File: src/rtl/keypad_scanner.sv
// 4x4 active-low matrix keypad scanner: row synchroniser, column scan, press/release
// debounce, and a single-cycle strobe per accepted key press.
module keypad_scanner #(
  parameter int unsigned SCAN_CYCLES     = 4,
  parameter int unsigned DEBOUNCE_CYCLES = 16
) (
  input  logic       clk,
  input  logic       rst,
  input  logic       enable,
  input  logic [3:0] row_in,
  output logic [3:0] col_out,
  output logic [3:0] key_code,
  output logic       key_valid,
  output logic       key_held
);

  localparam int unsigned DwellW = $clog2(SCAN_CYCLES);
  localparam int unsigned DebW   = $clog2(DEBOUNCE_CYCLES + 1);

  localparam logic [DwellW-1:0] DwellLast = DwellW'(SCAN_CYCLES - 1);
  localparam logic [DwellW-1:0] DwellOne  = DwellW'(1);
  localparam logic [DebW-1:0]   DebLast   = DebW'(DEBOUNCE_CYCLES - 1);
  localparam logic [DebW-1:0]   DebOne    = DebW'(1);

  typedef enum logic [1:0] {StScan, StDebounce, StPressed, StRelease} state_e;

  state_e            state_q, state_d;
  logic [1:0]        col_idx_q, col_idx_d;
  logic [DwellW-1:0] dwell_q, dwell_d;
  logic [DebW-1:0]   deb_q, deb_d;
  logic [3:0]        pat_q, pat_d;
  logic [1:0]        row_idx_q, row_idx_d;
  logic [3:0]        key_code_q, key_code_d;
  logic              key_valid_q, key_valid_d;
  logic              key_held_q, key_held_d;
  logic [3:0]        sync1_q, rows_s;

  logic              one_low;
  logic [1:0]        row_sel;

  always_ff @(posedge clk or negedge rst) begin
    if (!rst) begin
      state_q     <= StScan;
      col_idx_q   <= '0;
      dwell_q     <= '0;
      deb_q       <= '0;
      pat_q       <= 4'b1111;
      row_idx_q   <= '0;
      key_code_q  <= 4'h0;
      key_valid_q <= 1'b0;
      key_held_q  <= 1'b0;
      sync1_q     <= 4'b1111;
      rows_s      <= 4'b1111;
    end else begin
      state_q     <= state_d;
      col_idx_q   <= col_idx_d;
      dwell_q     <= dwell_d;
      deb_q       <= deb_d;
      pat_q       <= pat_d;
      row_idx_q   <= row_idx_d;
      key_code_q  <= key_code_d;
      key_valid_q <= key_valid_d;
      key_held_q  <= key_held_d;
      sync1_q     <= row_in;
      rows_s      <= sync1_q;
    end
  end

  // Only a single low row is a valid key; none or several (ghosting) means keep scanning.
  always_comb begin
    one_low = 1'b1;
    row_sel = 2'd0;
    case (rows_s)
      4'b1110: row_sel = 2'd0;
      4'b1101: row_sel = 2'd1;
      4'b1011: row_sel = 2'd2;
      4'b0111: row_sel = 2'd3;
      default: one_low = 1'b0;
    endcase
  end

  always_comb begin
    state_d     = state_q;
    col_idx_d   = col_idx_q;
    dwell_d     = dwell_q;
    deb_d       = deb_q;
    pat_d       = pat_q;
    row_idx_d   = row_idx_q;
    key_code_d  = key_code_q;
    key_valid_d = 1'b0;
    key_held_d  = key_held_q;
    if (!enable) begin
      state_d    = StScan;
      col_idx_d  = '0;
      dwell_d    = '0;
      deb_d      = '0;
      key_held_d = 1'b0;
    end else begin
      unique case (state_q)
        StScan: begin
          if (dwell_q == DwellLast) begin
            dwell_d = '0;
            if (one_low) begin
              pat_d     = rows_s;
              row_idx_d = row_sel;
              deb_d     = '0;
              state_d   = StDebounce;
            end else begin
              col_idx_d = col_idx_q + 2'd1;
            end
          end else begin
            dwell_d = dwell_q + DwellOne;
          end
        end
        StDebounce: begin
          if (rows_s == pat_q) begin
            deb_d = deb_q + DebOne;
            if (deb_q == DebLast) begin
              key_valid_d = 1'b1;
              key_code_d  = {row_idx_q, col_idx_q};
              key_held_d  = 1'b1;
              state_d     = StPressed;
            end
          end else begin
            state_d   = StScan;
            col_idx_d = col_idx_q + 2'd1;
            dwell_d   = '0;
          end
        end
        StPressed: begin
          if (rows_s == 4'b1111) begin
            deb_d   = '0;
            state_d = StRelease;
          end
        end
        StRelease: begin
          if (rows_s == 4'b1111) begin
            if (deb_q == DebLast) begin
              deb_d      = '0;
              key_held_d = 1'b0;
              col_idx_d  = '0;
              dwell_d    = '0;
              state_d    = StScan;
            end else begin
              deb_d = deb_q + DebOne;
            end
          end else begin
            deb_d = '0;
          end
        end
        default: state_d = StScan;
      endcase
    end
  end

  assign col_out   = enable ? ~(4'b0001 << col_idx_q) : 4'b1111;
  assign key_code  = key_code_q;
  assign key_valid = key_valid_q;
  assign key_held  = key_held_q;

endmodule

File: config.mk
export PLATFORM = sky130hd
export DESIGN_NAME = keypad_scanner
export DESIGN_NICKNAME = d
export VERILOG_FILES = /design/src/rtl/keypad_scanner.sv
export SDC_FILE = /design/constraint.sdc
export NUM_CORES = 1
export LEC_CHECK = 0
export CORE_MARGIN = 1.5
export CORE_UTILIZATION = 34
export CTS_CLUSTER_DIAMETER = 50
export CTS_CLUSTER_SIZE = 30
export DETAILED_ROUTE_END_ITERATION = 16
export PLACE_DENSITY_LB_ADDON = 0.25
export SLEW_MARGIN = 20
export SYNTH_ARGS = -nofsm -noshare
export SYNTH_HDL_FRONTEND = slang
export SYNTH_SLANG_ARGS = --single-unit
File: constraint.sdc
create_clock -name clk -period 2.8 [get_ports clk]
set_clock_uncertainty 0.1 [all_clocks]
set_input_delay 0.7 -clock clk [delete_from_list [all_inputs] [get_ports clk]]
set_output_delay 0.7 -clock clk [all_outputs]
set_load 0.02 [all_outputs]
**Run 1: placed standard cells**

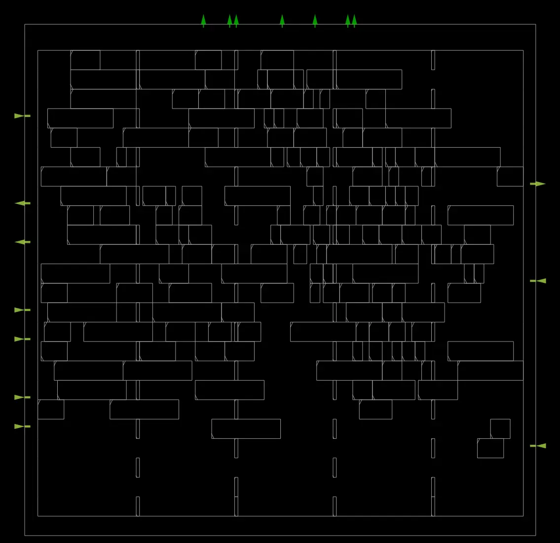
Finished Core Util: 43.7%
Core Box Area: 4440 sq um

**Run 1: placed cells, one color a class**

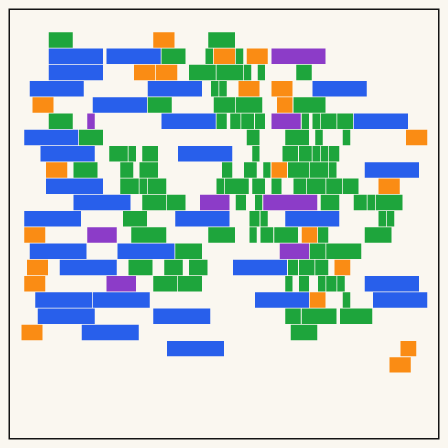
color	class	cells	share of their area
green	all other logic	100	40%
orange	other buffers and delay cells	22	11%
purple	clock drivers and dummy loads	8	6.5%
blue	flops	31	42%
final instance area: 1940 sq um
num rows: 24
flop share of the area: 40.7%

==> results_dict.tcl, run 1 <==
# collected from the flow reports
set metrics [dict create \
    top_logic_kind "simple AND/OR/NAND/NOR gates" \
    nets 175 \
    routedWlPerCell_um 13.7 \
    yosysTopAreaCell "dfrtp_1" \
    r2r_start "rows_s[3]" \
    sh_comb_area_pct 37.2 \
    cp.arrival_ps 1920 \
    io_pins 17 \
    syn_nets 153 \
    dominant_cells "registers" \
    status "completed" \
    hold_path.class "reg -> reg" \
    openroad.warnings 30 \
    yosys.area_share.adder_pct 6.25 \
    cp-start-kind "primary input" \
    largest_register_ff_count 5 \
    worstPathRequired_ps 2000 \
    post_dp_cell_area_sq_um 1820 \
    flop_area_sq_um 791 \
    grt_util_met1_pct 16.2 \
    min_period_ps 2720 \
    cts-root-buf "clkbuf_8" \
    inverters 10 \
    ys_top_cells_by_count "19 x dfrtp_1, 12 x dfstp_2, 12 x nand2_1, 11 x mux2_2, 10 x inv_1" \
    drive_above_1_share_pct 29.2 \
    cp-endpoint "col_out[0]" \
    grt_use_met2_pct 20.9 \
    cts_setup_buffers 0 \
    cp_max_fo 5 \
    xor_area_share_pct 3.75 \
]
**Run 1: M3 wires**

The bar under the picture is 20 um long.
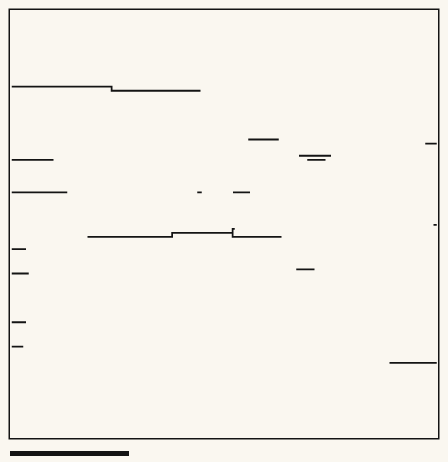
share of all routed wire	4.0%
nets with wire on the layer	14
via count: 1,075
Routed WL: 2920 um
GRT met3 Usage: 4.50%

==> run 2, diff against run 1 <==
- RECOVER_POWER: not set -> 50
**Run 2: M3 wires**

The bar under the picture is 20 um long.
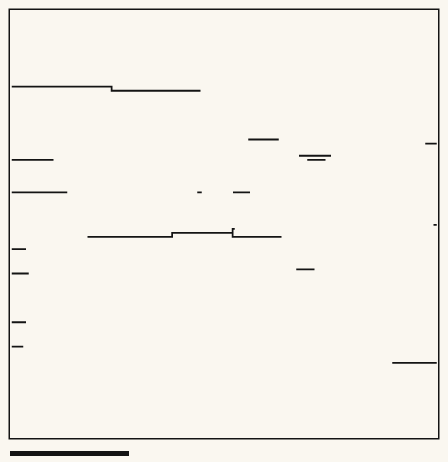
longest straight run	16.6 um
wire length on this layer	118 um
share of all routed wire	4.0%
Routed WL: 2910 um

==> run 2 against run 1 <==
Against the previous run: count of clock-buffer cells in the layout unchanged; power down 0.17%; setup slack unchanged; flip-flop count unchanged; largest power group unchanged; clock power about the same.
==> results_dict.tcl, run 2 <==
# collected from the flow reports
set metrics [dict create \
    cp_max_fo 5 \
    drive_above_1_share_pct 29.2 \
    nets 175 \
    sh_seq_area_pct 40.7 \
    coreArea_sq_um 4440 \
    status "completed" \
    top_logic_kind "simple AND/OR/NAND/NOR gates" \
    ys_top_cells_by_count "19 x dfrtp_1, 12 x dfstp_2, 12 x nand2_1, 11 x mux2_2, 10 x inv_1" \
    fin_area_sq_um 1940 \
    xor_area_share_pct 3.75 \
    vias 1075 \
    worstPathRequired_ps 2000 \
    grt_use_met2_pct 20.9 \
    cp-endpoint "col_out[0]" \
    grt_util_met1_pct 16.2 \
    openroad.warnings 30 \
    io_pins 17 \
    cts_setup_buffers 0 \
    routedWlPerCell_um 13.7 \
    r2r_start "rows_s[3]" \
    syn_nets 153 \
    cts-root-buf "clkbuf_8" \
    inverters 10 \
    yosys.area_share.adder_pct 6.25 \
    cp.arrival_ps 1920 \
    grtUsageMet3_pct 4.50 \
    fin_util_pct 43.7 \
    post_dp_cell_area_sq_um 1820 \
    yosysTopAreaCell "dfrtp_1" \
]
==> run 3, diff against run 2 <==
- SETUP_SLACK_MARGIN: not set -> 0.05
**Run 3: local utilization**

The die is cut into 7 by 7 equal tiles; white is low, dark blue is high, 0 to 100% covered.
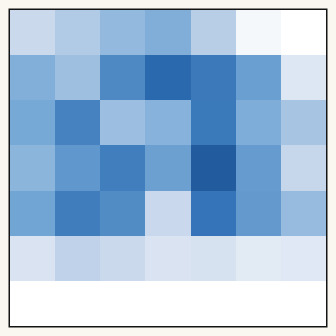
fullest tile	83%
nearly empty tiles	16%
tiles over 75% full	4.1%
Initial Utilization: 36.1%
Finished Core Util: 43.9%

==> run 3 against run 2 <==
Against the previous run: power shrank 0.15%; critical path depth grew 4; critical path type is now in -> reg; first-iteration DRC count is the same; clock power is essentially flat; synthesized cell count is the same; worst hold slack is the same; setup slack gained 220 ps; die size is the same; register-to-register slack is essentially flat; cell count is the same; fmax grew 8.7%; flip-flop count is the same.
==> results_dict.tcl, run 3 <==
# collected from the flow reports
set metrics [dict create \
    status "completed" \
    grtUsageMet3_pct 4.50 \
    cp-endpoint "deb_q[1]" \
    drt_wl_total_um 2920 \
    min_period_ps 2500 \
    cp-start-kind "primary input" \
    sh_comb_area_pct 37.0 \
    coreArea_sq_um 4440 \
    routedWlPerCell_um 13.7 \
    yosys.area_share.adder_pct 6.25 \
    worstPathRequired_ps 2880 \
    dominant_cells "registers" \
    largest_register_ff_count 5 \
    drive_above_1_share_pct 29.2 \
    fin_area_sq_um 1950 \
    xor_area_share_pct 3.75 \
    r2r_start "rows_s[3]" \
    inverters 10 \
    hold_path.class "reg -> reg" \
    vias 1074 \
    ys_top_cells_by_count "19 x dfrtp_1, 12 x dfstp_2, 12 x nand2_1, 11 x mux2_2, 10 x inv_1" \
    openroad.warnings 30 \
    cts-root-buf "clkbuf_8" \
    post_dp_cell_area_sq_um 1820 \
    cp_max_fo 12 \
    top_logic_kind "simple AND/OR/NAND/NOR gates" \
    syn_nets 153 \
    flop_area_sq_um 791 \
    cts_setup_buffers 0 \
    grt_use_met2_pct 20.9 \
]
Power and IR drop assume default switching activity.
